`src/rtl/blob_tracker_pkg.sv`:
```
// Shared types and widths for the multi-channel colour blob tracker.
// Coordinates are 10 bits, frame hit counts 19 bits.
package blob_tracker_pkg;

   typedef enum logic [1:0] {
      DOM_R   = 2'd0,
      DOM_G   = 2'd1,
      DOM_B   = 2'd2,
      DOM_OFF = 2'd3
   } dom_t;

   localparam int COORD_W = 10;
   localparam int CNT_W   = 19;
   localparam int RUN_W   = 5;
   localparam int MISS_W  = 4;
   localparam int COL_W   = 4;

   localparam logic [CNT_W-1:0]   CNT_MAX       = '1;
   localparam logic [COORD_W-1:0] BOX_MAX_EMPTY = '0;

   // Midpoint without losing the carry of the sum.
   function automatic logic [COORD_W-1:0] mid(input logic [COORD_W-1:0] a,
                                              input logic [COORD_W-1:0] b);
      logic [COORD_W:0] s;
      s = {1'b0, a} + {1'b0, b};
      return s[COORD_W:1];
   endfunction

endpackage

```
`src/rtl/blob_channel.sv`:
```
// One colour channel: classifier, run-length debounce, per-frame bounding
// box and the accept/miss bookkeeping that drives the published result.
module blob_channel
   import blob_tracker_pkg::*;
#(
   parameter int RUN_LEN     = 8,
   parameter int MIN_SPAN    = 10,
   parameter int LOST_FRAMES = 4,
   parameter int SMOOTH      = 0,
   parameter int H_RES       = 640,
   parameter int V_RES       = 480
) (
   input  logic               clk,
   input  logic               reset,
   input  logic               href,
   input  logic [COL_W-1:0]   r_in,
   input  logic [COL_W-1:0]   g_in,
   input  logic [COL_W-1:0]   b_in,
   input  logic [1:0]         dom,
   input  logic [COL_W-1:0]   min_bright,
   input  logic [COL_W-1:0]   margin,
   input  logic [COL_W-1:0]   max_other,
   input  logic               href_d,
   input  logic [COORD_W-1:0] x_d,
   input  logic [COORD_W-1:0] y_d,
   input  logic               frame_end,
   output logic [COORD_W-1:0] center_x,
   output logic [COORD_W-1:0] center_y,
   output logic [CNT_W-1:0]   hit_count,
   output logic               blob_valid
);

   localparam logic [RUN_W-1:0]   RUN_SAT  = RUN_W'(RUN_LEN);
   localparam logic [MISS_W-1:0]  LOST_LIM = MISS_W'(LOST_FRAMES);
   localparam logic [COORD_W:0]   SPAN     = (COORD_W+1)'(MIN_SPAN);
   localparam logic [COORD_W-1:0] X_EMPTY  = COORD_W'(H_RES - 1);
   localparam logic [COORD_W-1:0] Y_EMPTY  = COORD_W'(V_RES - 1);

   logic [4:0] r5, g5, b5, mb, mg, mo;
   logic [4:0] d, o1, o2;
   logic       hit, hit_d;

   assign r5 = {1'b0, r_in};
   assign g5 = {1'b0, g_in};
   assign b5 = {1'b0, b_in};
   assign mb = {1'b0, min_bright};
   assign mg = {1'b0, margin};
   assign mo = {1'b0, max_other};

   // Five-bit arithmetic so component + margin never wraps.
   always_comb begin
      d  = '0;
      o1 = '0;
      o2 = '0;
      case (dom_t'(dom))
         DOM_R: begin d = r5; o1 = g5; o2 = b5; end
         DOM_G: begin d = g5; o1 = r5; o2 = b5; end
         DOM_B: begin d = b5; o1 = r5; o2 = g5; end
         default: ;
      endcase
      hit = href && (dom_t'(dom) != DOM_OFF) && (d > mb) &&
            (d > o1 + mg) && (d > o2 + mg) && (o1 < mo) && (o2 < mo);
   end

   logic [RUN_W-1:0]   run;
   logic [RUN_W:0]     run_inc;
   logic               count_px;
   logic [COORD_W-1:0] x_min, x_max, y_min, y_max;
   logic [CNT_W-1:0]   cnt;
   logic [MISS_W-1:0]  miss, miss_inc;
   logic [COORD_W-1:0] raw_x, raw_y;
   logic               accept;

   assign run_inc  = {1'b0, run} + (RUN_W+1)'(1);
   assign count_px = hit_d && (run_inc >= {1'b0, RUN_SAT});
   assign miss_inc = (miss == '1) ? miss : miss + MISS_W'(1);
   assign raw_x    = mid(x_min, x_max);
   assign raw_y    = mid(y_min, y_max);
   assign accept   = ({1'b0, x_max} > {1'b0, x_min} + SPAN) &&
                     ({1'b0, y_max} > {1'b0, y_min} + SPAN);

   always_ff @(posedge clk or posedge reset) begin
      if (reset) begin
         hit_d      <= 1'b0;
         run        <= '0;
         x_min      <= X_EMPTY;
         x_max      <= BOX_MAX_EMPTY;
         y_min      <= Y_EMPTY;
         y_max      <= BOX_MAX_EMPTY;
         cnt        <= '0;
         miss       <= '0;
         center_x   <= '0;
         center_y   <= '0;
         hit_count  <= '0;
         blob_valid <= 1'b0;
      end else begin
         hit_d <= hit;
         if (!href_d || !hit_d)
            run <= '0;
         else if (run < RUN_SAT)
            run <= run + RUN_W'(1);

         // Frame end takes priority: a pixel landing on it is dropped.
         if (frame_end) begin
            x_min <= X_EMPTY;
            x_max <= BOX_MAX_EMPTY;
            y_min <= Y_EMPTY;
            y_max <= BOX_MAX_EMPTY;
            cnt   <= '0;
            if (accept) begin
               if (SMOOTH != 0 && blob_valid) begin
                  center_x <= mid(center_x, raw_x);
                  center_y <= mid(center_y, raw_y);
               end else begin
                  center_x <= raw_x;
                  center_y <= raw_y;
               end
               hit_count  <= cnt;
               blob_valid <= 1'b1;
               miss       <= '0;
            end else begin
               miss <= miss_inc;
               if (miss_inc >= LOST_LIM)
                  blob_valid <= 1'b0;
            end
         end else if (count_px) begin
            if (x_d < x_min) x_min <= x_d;
            if (x_d > x_max) x_max <= x_d;
            if (y_d < y_min) y_min <= y_d;
            if (y_d > y_max) y_max <= y_d;
            if (cnt != CNT_MAX) cnt <= cnt + CNT_W'(1);
         end
      end
   end

endmodule

```
`src/rtl/color_blob_tracker.sv`:
```
// Multi-channel colour blob tracker top: vsync edge detection, shared
// stage-1 pixel registers, frame strobe and NUM_CH channel instances.
module color_blob_tracker
   import blob_tracker_pkg::*;
#(
   parameter int NUM_CH      = 2,
   parameter int RUN_LEN     = 8,
   parameter int MIN_SPAN    = 10,
   parameter int LOST_FRAMES = 4,
   parameter int SMOOTH      = 0,
   parameter int H_RES       = 640,
   parameter int V_RES       = 480
) (
   input  logic                      clk,
   input  logic                      reset,
   input  logic                      vsync,
   input  logic                      href,
   input  logic [9:0]                pixel_x,
   input  logic [9:0]                pixel_y,
   input  logic [3:0]                r_in,
   input  logic [3:0]                g_in,
   input  logic [3:0]                b_in,
   input  logic [2*NUM_CH-1:0]       cfg_dom,
   input  logic [4*NUM_CH-1:0]       cfg_min_bright,
   input  logic [4*NUM_CH-1:0]       cfg_margin,
   input  logic [4*NUM_CH-1:0]       cfg_max_other,
   output logic [10*NUM_CH-1:0]      center_x,
   output logic [10*NUM_CH-1:0]      center_y,
   output logic [19*NUM_CH-1:0]      hit_count,
   output logic [NUM_CH-1:0]         blob_valid,
   output logic                      frame_strobe
);

   logic               vsync_d, frame_end, href_d;
   logic [COORD_W-1:0] x_d, y_d;

   // frame_end is registered so results land one edge after detection.
   always_ff @(posedge clk or posedge reset) begin
      if (reset) begin
         vsync_d      <= 1'b0;
         frame_end    <= 1'b0;
         frame_strobe <= 1'b0;
         href_d       <= 1'b0;
         x_d          <= '0;
         y_d          <= '0;
      end else begin
         vsync_d      <= vsync;
         frame_end    <= vsync_d & ~vsync;
         frame_strobe <= frame_end;
         href_d       <= href;
         x_d          <= pixel_x;
         y_d          <= pixel_y;
      end
   end

   for (genvar c = 0; c < NUM_CH; c++) begin : g_ch
      blob_channel #(
         .RUN_LEN     (RUN_LEN),
         .MIN_SPAN    (MIN_SPAN),
         .LOST_FRAMES (LOST_FRAMES),
         .SMOOTH      (SMOOTH),
         .H_RES       (H_RES),
         .V_RES       (V_RES)
      ) u_ch (
         .clk         (clk),
         .reset       (reset),
         .href        (href),
         .r_in        (r_in),
         .g_in        (g_in),
         .b_in        (b_in),
         .dom         (cfg_dom[2*c +: 2]),
         .min_bright  (cfg_min_bright[4*c +: 4]),
         .margin      (cfg_margin[4*c +: 4]),
         .max_other   (cfg_max_other[4*c +: 4]),
         .href_d      (href_d),
         .x_d         (x_d),
         .y_d         (y_d),
         .frame_end   (frame_end),
         .center_x    (center_x[COORD_W*c +: COORD_W]),
         .center_y    (center_y[COORD_W*c +: COORD_W]),
         .hit_count   (hit_count[CNT_W*c +: CNT_W]),
         .blob_valid  (blob_valid[c])
      );
   end

endmodule
```
`config.mk`:
```
export PLATFORM = sky130hd
export DESIGN_NAME = color_blob_tracker
export DESIGN_NICKNAME = d
export VERILOG_FILES = /design/src/rtl/blob_tracker_pkg.sv /design/src/rtl/blob_channel.sv /design/src/rtl/color_blob_tracker.sv
export SDC_FILE = /design/constraint.sdc
export NUM_CORES = 1
export LEC_CHECK = 0
export CORE_MARGIN = 2
export CORE_UTILIZATION = 57
export CTS_CLUSTER_DIAMETER = 150
export CTS_CLUSTER_SIZE = 25
export DETAILED_ROUTE_END_ITERATION = 7
export MAX_ROUTING_LAYER = met4
export PLACE_DENSITY = 0.85
export SYNTH_ARGS = -nofsm -noshare
export SYNTH_HDL_FRONTEND = slang
export SYNTH_SLANG_ARGS = --single-unit
```
`constraint.sdc`:
```
create_clock -name clk -period 20.8 [get_ports clk]
set_input_delay 4.16 -clock clk [delete_from_list [all_inputs] [get_ports clk]]
set_output_delay 4.16 -clock clk [all_outputs]
set_load 0.01 [all_outputs]
```
==> run_1/congestion.png <==
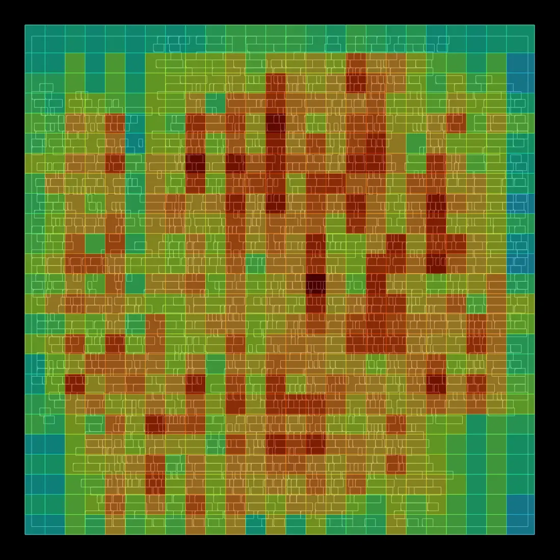
wire length per cell: 17.6 um
met2 Resource Use GR: 43.4%

==> run_1/cell_density.png <==
18 x 18 tiles, from white (low) to dark blue (high), 0 to 100% covered.
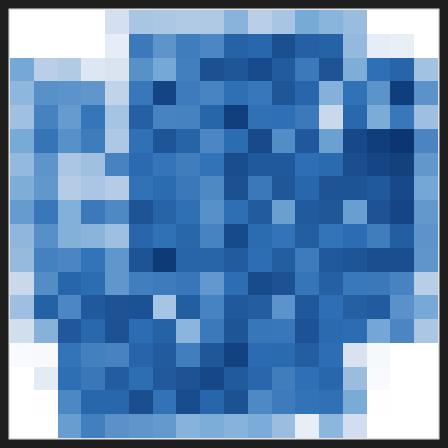
mean over tiles: 60%
fullest tile: 98%
nearly empty tiles: 8.3%
tiles over 75% full: 36%

==> Slide: Implementation Results, run 1 <==
Synthesis and Place & Route Summary

Routing
  • DR vias/cell: 5.91

Synthesis
  • Mean Syn Cell Area: 10.1 um2
  • Main synth FF type: dfrtp_1
  • Fa+ha+maj area frac: 17.7%

Die
  • I/O Pins: 145
  • CORE AREA: 0.0288 mm2

Global route
  • GRT Overall Usage: 25.8%
  • Total grt overflow: 0
  • Met3 Track Usage GR: 3.46%
  • First-pass GRT wire length: 63.5 mm

Clocking
  • Worst-path clk slew: 0.09 ns

Power and ir drop
  • Clk pwr share: 30.3%
  • Pwr dens: 47.5 mW/mm2
  • P_leak: 9.19 nW
  • Clk. pwr: 0.000271 W

Critical path
  • Crit path capture type: flop
  • Crit path largest cell delay: 0.48 ns
  • R2r startpoint: g_ch[0].u_ch.y_min[2]$_DFFE_PP1P_

STA
  • Peak Freq: 0.140 GHz
  • Measured slew at the worst slew-check pin: 1.24 ns
  • Fin worst setup slack: 13.63 ns

Final layout
  • Combinational share of cell area: 52.5%
  • Most frequent logic cell in the layout: ha_1
  • Sequential cells: 242
  • MI comb area: 0.00988 mm2
  • Final design utilization: 65.3%
  • Syn-to-layout area delta: 12.6%

Run status
  • Status: complete, no violations

Min path
  • Hold path start: vsync_d$_DFF_PP0_
==> run_1/layer_met1.png <==
Supply wires on this layer in grey.
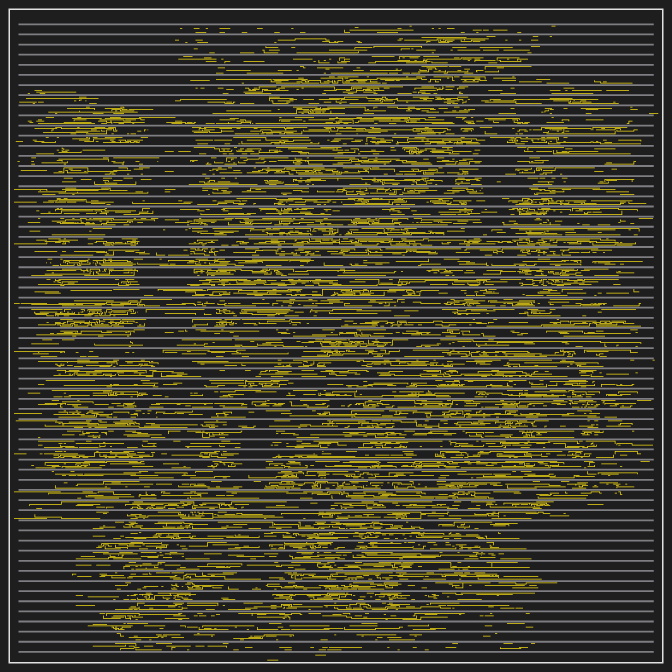
nets with wire on the layer: 1911
share of all routed wire: 44%
via count: 12800
grt met1 use: 32.8%
Detailed Route WL: 38.0 mm

==> run_1/layer_met4.png <==
Scale bar: 50 um. Supply wires on this layer in grey. Cells faint in the background.
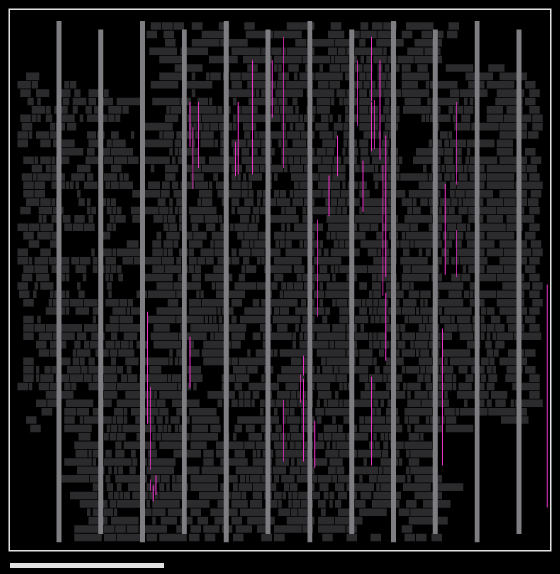
main direction: vertical
wire length on this layer: 859 um

==> run_1/placement_by_type.png <==
Scale bar: 50 um. Fill, decap, tap and diode cells in grey.
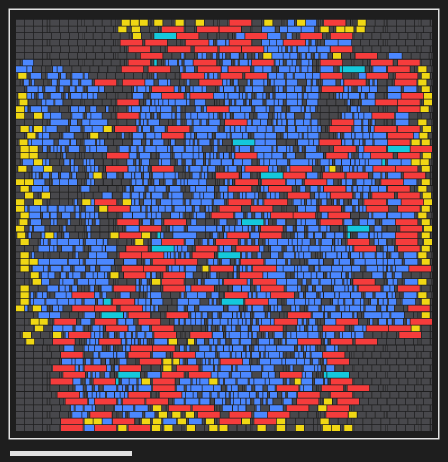

==> run 2: changes to the inputs <==
==> constraint.sdc (replaced) <==
create_clock -name clk -period 6.8 [get_ports clk]
set_input_delay 1.36 -clock clk [delete_from_list [all_inputs] [get_ports clk]]
set_output_delay 1.36 -clock clk [all_outputs]
set_load 0.01 [all_outputs]
==> run_2/placement_by_type.png <==
Scale bar: 50 um. Fill, decap, tap and diode cells in grey.
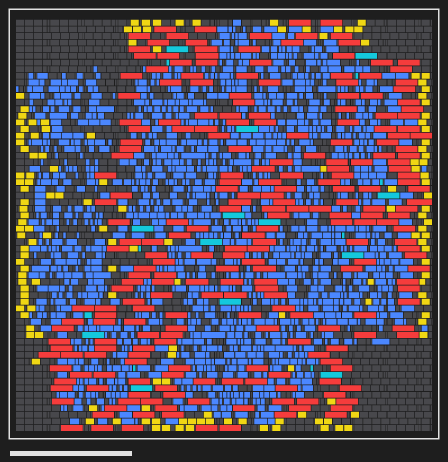
[red] flops | cells: 242
[cyan] clock drivers and dummy loads | cells: 21
[blue] combinational and other logic | cells: 1367
[yellow] other buffers and delay cells | cells: 151

==> Slide: Implementation Results, run 2 <==
Synthesis and Place & Route Summary

Run status
  • Status: complete, no violations

Power and ir drop
  • Comb pwr share: 13.7%
  • Pwr dens: 145 mW/mm2
  • P_comb: 0.000373 W
  • Sequential power: 0.00153 W
  • Flop pwr share: 56.0%
  • Clk. pwr: 0.000827 W
  • P_leak: 9.19 nW

Routing
  • Via count: 12900
  • Detailed Route WL: 38.8 mm
  • DR vias/cell: 5.95
  • Post-route ant nets: 0
  • Wire length per cell: 17.9 um

Die
  • CORE AREA: 0.0288 mm2
  • I/O Pins: 145

Synthesis
  • Main synth FF type: dfrtp_1
  • Synth area leader: dfrtp_1
  • Fa+ha+maj area frac: 17.7%
  • Yosys Instances: 1651
  • Mean Syn Cell Area: 10.1 um2
  • Synth Seq Share: 36.5%
  • Simple-Gate Area Share: 13.0%

Final layout
  • Syn-to-layout area delta: 12.6%
  • Sequential cells: 242
  • Combinational share of cell area: 52.5%
  • Final design utilization: 65.4%
  • Most frequent logic cell in the layout: ha_1
  • MI comb area: 0.00988 mm2

Critical path
  • Crit path capture type: flop
  • R2r startpoint: g_ch[0].u_ch.y_min[1]$_DFFE_PP1P_
  • Levels on crit path: 11

Global route
  • First-pass GRT wire length: 65.0 mm
  • Met2 Resource Use GR: 44.5%
  • Grt met1 use: 33.1%
  • GRT Overall Usage: 26.3%
  • Total grt overflow: 0
  • Met3 Track Usage GR: 3.70%

Clocking
  • CTS buffer count: 13
  • Worst-path clk slew: 0.10 ns

STA
  • Fin worst setup slack: 2.41 ns
  • Peak Freq: 0.228 GHz
  • Measured slew at the worst slew-check pin: 1.22 ns
  • Worst hold slack: 0.514 ns
  • Final Max Slew Viols: 0

Placement
  • Post-Place Cells: 2144

Min path
  • Hold path start: g_ch[0].u_ch.hit_count[8]$_DFFE_PP0P_
Power is estimated from default activity; no workload was simulated.
